**Pin map**

Pins as bars across the die edge, other pins in gray.
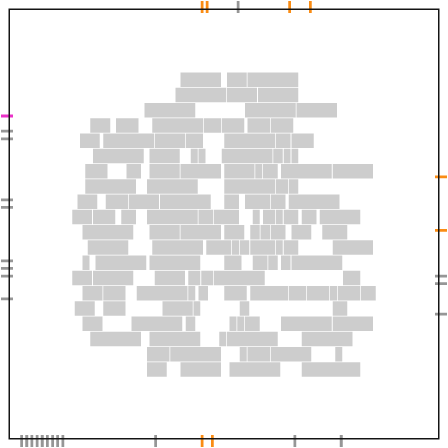
**Where the registers sit**

Other sequential cells in the stronger gray, the rest of the logic in the fainter gray.
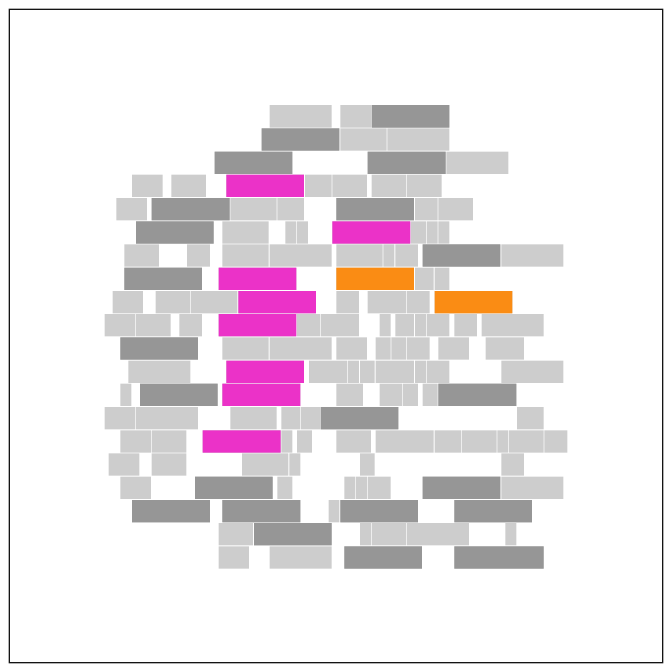
**Clock distribution**

The bar under the picture is 20 um long.
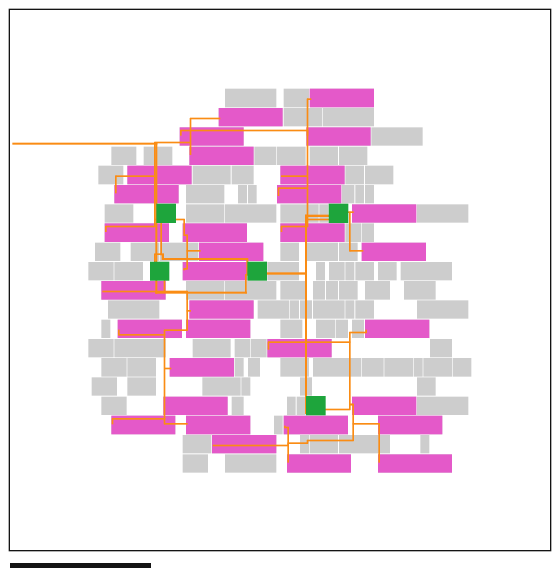
**Wiring by layer**

The bar under the picture is 20 um long.
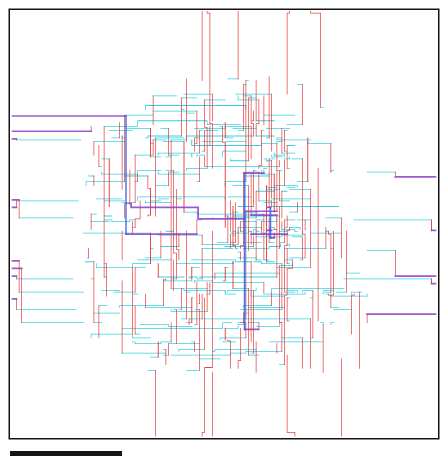
**Congestion heat map**

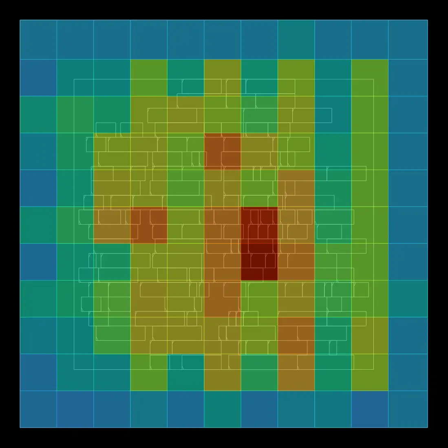
--- src/rtl/uart_reply_sched.sv ---
// uart_reply_sched: shares one UART transmitter between 4-byte reply frames and echoed RX bytes.
// Define UART_REPLY_ECHO_EN to build the echo FIFO; without it only reply frames are sent.
module uart_reply_sched #(
  parameter int unsigned ECHO_DEPTH = 8,
  parameter int unsigned ECHO_AW    = 3,
  parameter logic [7:0]  PROMPT     = 8'h3E
) (
  input  logic       clk,
  input  logic       rst,
  input  logic       rx_valid,
  input  logic [7:0] rx_data,
  input  logic       match,
  input  logic [7:0] match_result,
  input  logic       tx_ready,
  output logic       tx_start,
  output logic [7:0] tx_data,
  output logic       busy,
  output logic       echo_ovf,
  output logic       reply_drop
);

  typedef enum logic [1:0] {
    ST_IDLE = 2'd0,
    ST_HOLD = 2'd1,
    ST_WAIT = 2'd2
  } state_e;

  function automatic logic [7:0] reply_byte(input logic [1:0] idx, input logic [7:0] res);
    logic [7:0] b;
    case (idx)
      2'd0:    b = PROMPT;
      2'd1:    b = res;
      2'd2:    b = 8'h0D;
      2'd3:    b = 8'h0A;
      default: b = 8'h00;
    endcase
    return b;
  endfunction

  state_e     state_q, state_d;
  logic [1:0] idx_q, idx_d;
  logic       active_q, active_d;
  logic [7:0] active_res_q, active_res_d;
  logic       pend_q, pend_d;
  logic [7:0] pend_res_q, pend_res_d;
  logic       tx_start_q, tx_start_d;
  logic [7:0] tx_data_q, tx_data_d;
  logic       busy_q, busy_d;
  logic       echo_ovf_q, echo_ovf_d;
  logic       reply_drop_q, reply_drop_d;

  logic       fifo_empty_s;
  logic [7:0] fifo_head_s;
  logic       pop_s;
  logic       ovf_s;

`ifdef UART_REPLY_ECHO_EN
  localparam logic [ECHO_AW:0] DEPTH_C = (ECHO_AW + 1)'(ECHO_DEPTH);

  logic [7:0]         mem_q [ECHO_DEPTH];
  logic [ECHO_AW-1:0] wr_ptr_q, wr_ptr_d;
  logic [ECHO_AW-1:0] rd_ptr_q, rd_ptr_d;
  logic [ECHO_AW:0]   count_q, count_d;
  logic               fifo_full_s;
  logic               push_s;

  // Fullness is judged on the registered count, so a same-cycle pop never frees room for a push.
  assign fifo_full_s  = (count_q == DEPTH_C);
  assign fifo_empty_s = (count_q == '0);
  assign fifo_head_s  = mem_q[rd_ptr_q];
  assign push_s       = rx_valid & ~fifo_full_s;
  assign ovf_s        = rx_valid & fifo_full_s;

  always_comb begin
    wr_ptr_d = wr_ptr_q;
    rd_ptr_d = rd_ptr_q;
    count_d  = count_q;
    if (push_s) begin
      wr_ptr_d = wr_ptr_q + ECHO_AW'(1);
    end else begin
      wr_ptr_d = wr_ptr_q;
    end
    if (pop_s) begin
      rd_ptr_d = rd_ptr_q + ECHO_AW'(1);
    end else begin
      rd_ptr_d = rd_ptr_q;
    end
    case ({push_s, pop_s})
      2'b10:   count_d = count_q + (ECHO_AW + 1)'(1);
      2'b01:   count_d = count_q - (ECHO_AW + 1)'(1);
      default: count_d = count_q;
    endcase
  end

  always_ff @(posedge clk or posedge rst) begin
    if (rst) begin
      wr_ptr_q <= '0;
      rd_ptr_q <= '0;
      count_q  <= '0;
    end else begin
      wr_ptr_q <= wr_ptr_d;
      rd_ptr_q <= rd_ptr_d;
      count_q  <= count_d;
    end
  end

  always_ff @(posedge clk) begin
    if (push_s) begin
      mem_q[wr_ptr_q] <= rx_data;
    end
  end
`else
  logic unused_s;

  assign fifo_empty_s = 1'b1;
  assign fifo_head_s  = 8'h00;
  assign ovf_s        = 1'b0;
  assign unused_s     = ^{rx_valid, rx_data, pop_s, ECHO_DEPTH[0], ECHO_AW[0]};
`endif

  always_comb begin
    state_d      = state_q;
    idx_d        = idx_q;
    active_d     = active_q;
    active_res_d = active_res_q;
    pend_d       = pend_q;
    pend_res_d   = pend_res_q;
    tx_start_d   = 1'b0;
    tx_data_d    = tx_data_q;
    reply_drop_d = 1'b0;
    echo_ovf_d   = ovf_s;
    pop_s        = 1'b0;

    case (state_q)
      ST_IDLE: begin
        if (tx_ready) begin
          if (active_q) begin
            tx_start_d = 1'b1;
            tx_data_d  = reply_byte(idx_q, active_res_q);
            state_d    = ST_HOLD;
            if (idx_q == 2'd3) begin
              active_d = 1'b0;
              idx_d    = 2'd0;
            end else begin
              idx_d    = idx_q + 2'd1;
            end
          end else if (pend_q) begin
            // Starting a frame moves the pending result into the active slot.
            tx_start_d   = 1'b1;
            tx_data_d    = reply_byte(2'd0, pend_res_q);
            active_d     = 1'b1;
            active_res_d = pend_res_q;
            pend_d       = 1'b0;
            idx_d        = 2'd1;
            state_d      = ST_HOLD;
          end else if (!fifo_empty_s) begin
            tx_start_d = 1'b1;
            tx_data_d  = fifo_head_s;
            pop_s      = 1'b1;
            state_d    = ST_HOLD;
          end else begin
            state_d = ST_IDLE;
          end
        end else begin
          state_d = ST_IDLE;
        end
      end
      ST_HOLD: begin
        state_d = ST_WAIT;
      end
      ST_WAIT: begin
        if (tx_ready) begin
          state_d = ST_IDLE;
        end else begin
          state_d = ST_WAIT;
        end
      end
      default: begin
        state_d = ST_IDLE;
      end
    endcase

    // A new match always lands in the pending slot, evaluated after any same-cycle promotion.
    if (match) begin
      reply_drop_d = pend_d;
      pend_d       = 1'b1;
      pend_res_d   = match_result;
    end else begin
      reply_drop_d = 1'b0;
    end

    busy_d = (state_d != ST_IDLE) | active_d;
  end

  always_ff @(posedge clk or posedge rst) begin
    if (rst) begin
      state_q      <= ST_IDLE;
      idx_q        <= 2'd0;
      active_q     <= 1'b0;
      active_res_q <= 8'h00;
      pend_q       <= 1'b0;
      pend_res_q   <= 8'h00;
      tx_start_q   <= 1'b0;
      tx_data_q    <= 8'h00;
      busy_q       <= 1'b0;
      echo_ovf_q   <= 1'b0;
      reply_drop_q <= 1'b0;
    end else begin
      state_q      <= state_d;
      idx_q        <= idx_d;
      active_q     <= active_d;
      active_res_q <= active_res_d;
      pend_q       <= pend_d;
      pend_res_q   <= pend_res_d;
      tx_start_q   <= tx_start_d;
      tx_data_q    <= tx_data_d;
      busy_q       <= busy_d;
      echo_ovf_q   <= echo_ovf_d;
      reply_drop_q <= reply_drop_d;
    end
  end

  assign tx_start   = tx_start_q;
  assign tx_data    = tx_data_q;
  assign busy       = busy_q;
  assign echo_ovf   = echo_ovf_q;
  assign reply_drop = reply_drop_q;

endmodule

--- config.mk ---
export PLATFORM = sky130hd
export DESIGN_NAME = uart_reply_sched
export DESIGN_NICKNAME = d
export VERILOG_FILES = /design/src/rtl/uart_reply_sched.sv
export SDC_FILE = /design/constraint.sdc
export NUM_CORES = 1
export LEC_CHECK = 0
export CAP_MARGIN = 25
export CORE_MARGIN = 10
export CORE_UTILIZATION = 43
export CTS_CLUSTER_SIZE = 10
export DETAILED_ROUTE_END_ITERATION = 8
export MAX_ROUTING_LAYER = met4
export PLACE_DENSITY = 0.74
export SYNTH_ARGS = -nofsm -noshare
export SYNTH_HDL_FRONTEND = slang
export SYNTH_SLANG_ARGS = --single-unit
--- constraint.sdc ---
create_clock -name clk -period 1.6 [get_ports clk]
set_input_delay 0.48 -clock clk [delete_from_list [all_inputs] [get_ports clk]]
set_output_delay 0.48 -clock clk [all_outputs]
set_load 0.1 [all_outputs]
==> report_table.html <==
<p>Metrics extracted from the flow reports.</p>
<table>
<tr><th>Metric</th><th>Value</th></tr>
<tr><th colspan="2">Yosys</th></tr>
<tr><td>Post-Synth XOR/XNOR Area</td><td>0</td></tr>
<tr><td>Gate count after technology mapping</td><td>104</td></tr>
<tr><td>Flops out of synthesis</td><td>32</td></tr>
<tr><th colspan="2">Routing</th></tr>
<tr><td>Wire length on met1</td><td>1159 um</td></tr>
<tr><th colspan="2">Final layout</th></tr>
<tr><td>Clock network area share</td><td>0.02146</td></tr>
<tr><td>Share of cells above drive strength 1</td><td>0.3813</td></tr>
<tr><td>Dominant kind of cell by area</td><td>sequential cells</td></tr>
<tr><th colspan="2">Clock tree</th></tr>
<tr><td>Post-cts sizing count</td><td>3</td></tr>
<tr><td>TritonCTS Buffers</td><td>5</td></tr>
<tr><td>CTS HTree Levels</td><td>2</td></tr>
<tr><td>Post-CTS setup repair buffer count</td><td>2</td></tr>
<tr><th colspan="2">STA</th></tr>
<tr><td>Min Hold Slack</td><td>498.2 ps</td></tr>
<tr><td>Setup-failing EPs final</td><td>9</td></tr>
<tr><td>Setup slack of the critical path after layout</td><td>-137.3 ps</td></tr>
<tr><td>Post-route fraction of the period consumed by the critical path</td><td>1.086</td></tr>
<tr><th colspan="2">Die</th></tr>
<tr><td>Overall die height</td><td>76.37 um</td></tr>
<tr><td>Chip width</td><td>76.37 um</td></tr>
<tr><th colspan="2">Worst setup path</th></tr>
<tr><td>Crit. End Element</td><td>flop</td></tr>
<tr><th colspan="2">Pwr</th></tr>
<tr><td>Cell area power density</td><td>2124 nW/um^2</td></tr>
<tr><td>Power Combinational</td><td>0.00234 W</td></tr>
<tr><th colspan="2">Min path</th></tr>
<tr><td>Worst hold path type</td><td>primary input to asynchronous set/reset pin</td></tr>
<tr><th colspan="2">Outcome</th></tr>
<tr><td>Result of the run</td><td>finished with violations</td></tr>
<tr><td>Violated checks</td><td>negative setup slack</td></tr>
<tr><th colspan="2">Global routing</th></tr>
<tr><td>Wire length of the first global-routing pass</td><td>4767 um</td></tr>
</table>
-- 'pin map' (at the start) --
Key: orange = tx_data [pins 8, direction output, edge 4 top, 2 right, 2 bottom]; magenta = clk [pins 1, direction input, edge left]

-- 'where the registers sit' (at the start) --
Key: orange = idx_q [flops 2]; magenta = active_res_q [flops 8, where center]

-- 'clock distribution' (at the start) --
Key: green = clock drivers [count 5]; magenta = flip-flops [count 32]; orange = clock wires [length 375 um]
There are 6 routed clock nets.
clock network power consumption: 0.000398 W
Clk pwr share: 0.097

-- 'wiring by layer' (at the start) --
Key: cyan = metal 1 [wire length 1160 um]; blue = metal 4 [wire length 54.4 um]; purple = metal 3 [wire length 129 um]; red = metal 2 [wire length 1350 um]
GRT Resource Usage Total: 0.1028
Routed WL per cell: 14.73 um
Routed WL: 2696 um

-- 'congestion heat map' (at the start) --
global routing usage on met2: 0.1709
Global Route met3 Usage: 0.03420
final core occ: 0.6303
highest-utilization routing layer at the global route stage: met2

Power figures rest on the tool's default switching activity, not on a simulated workload.
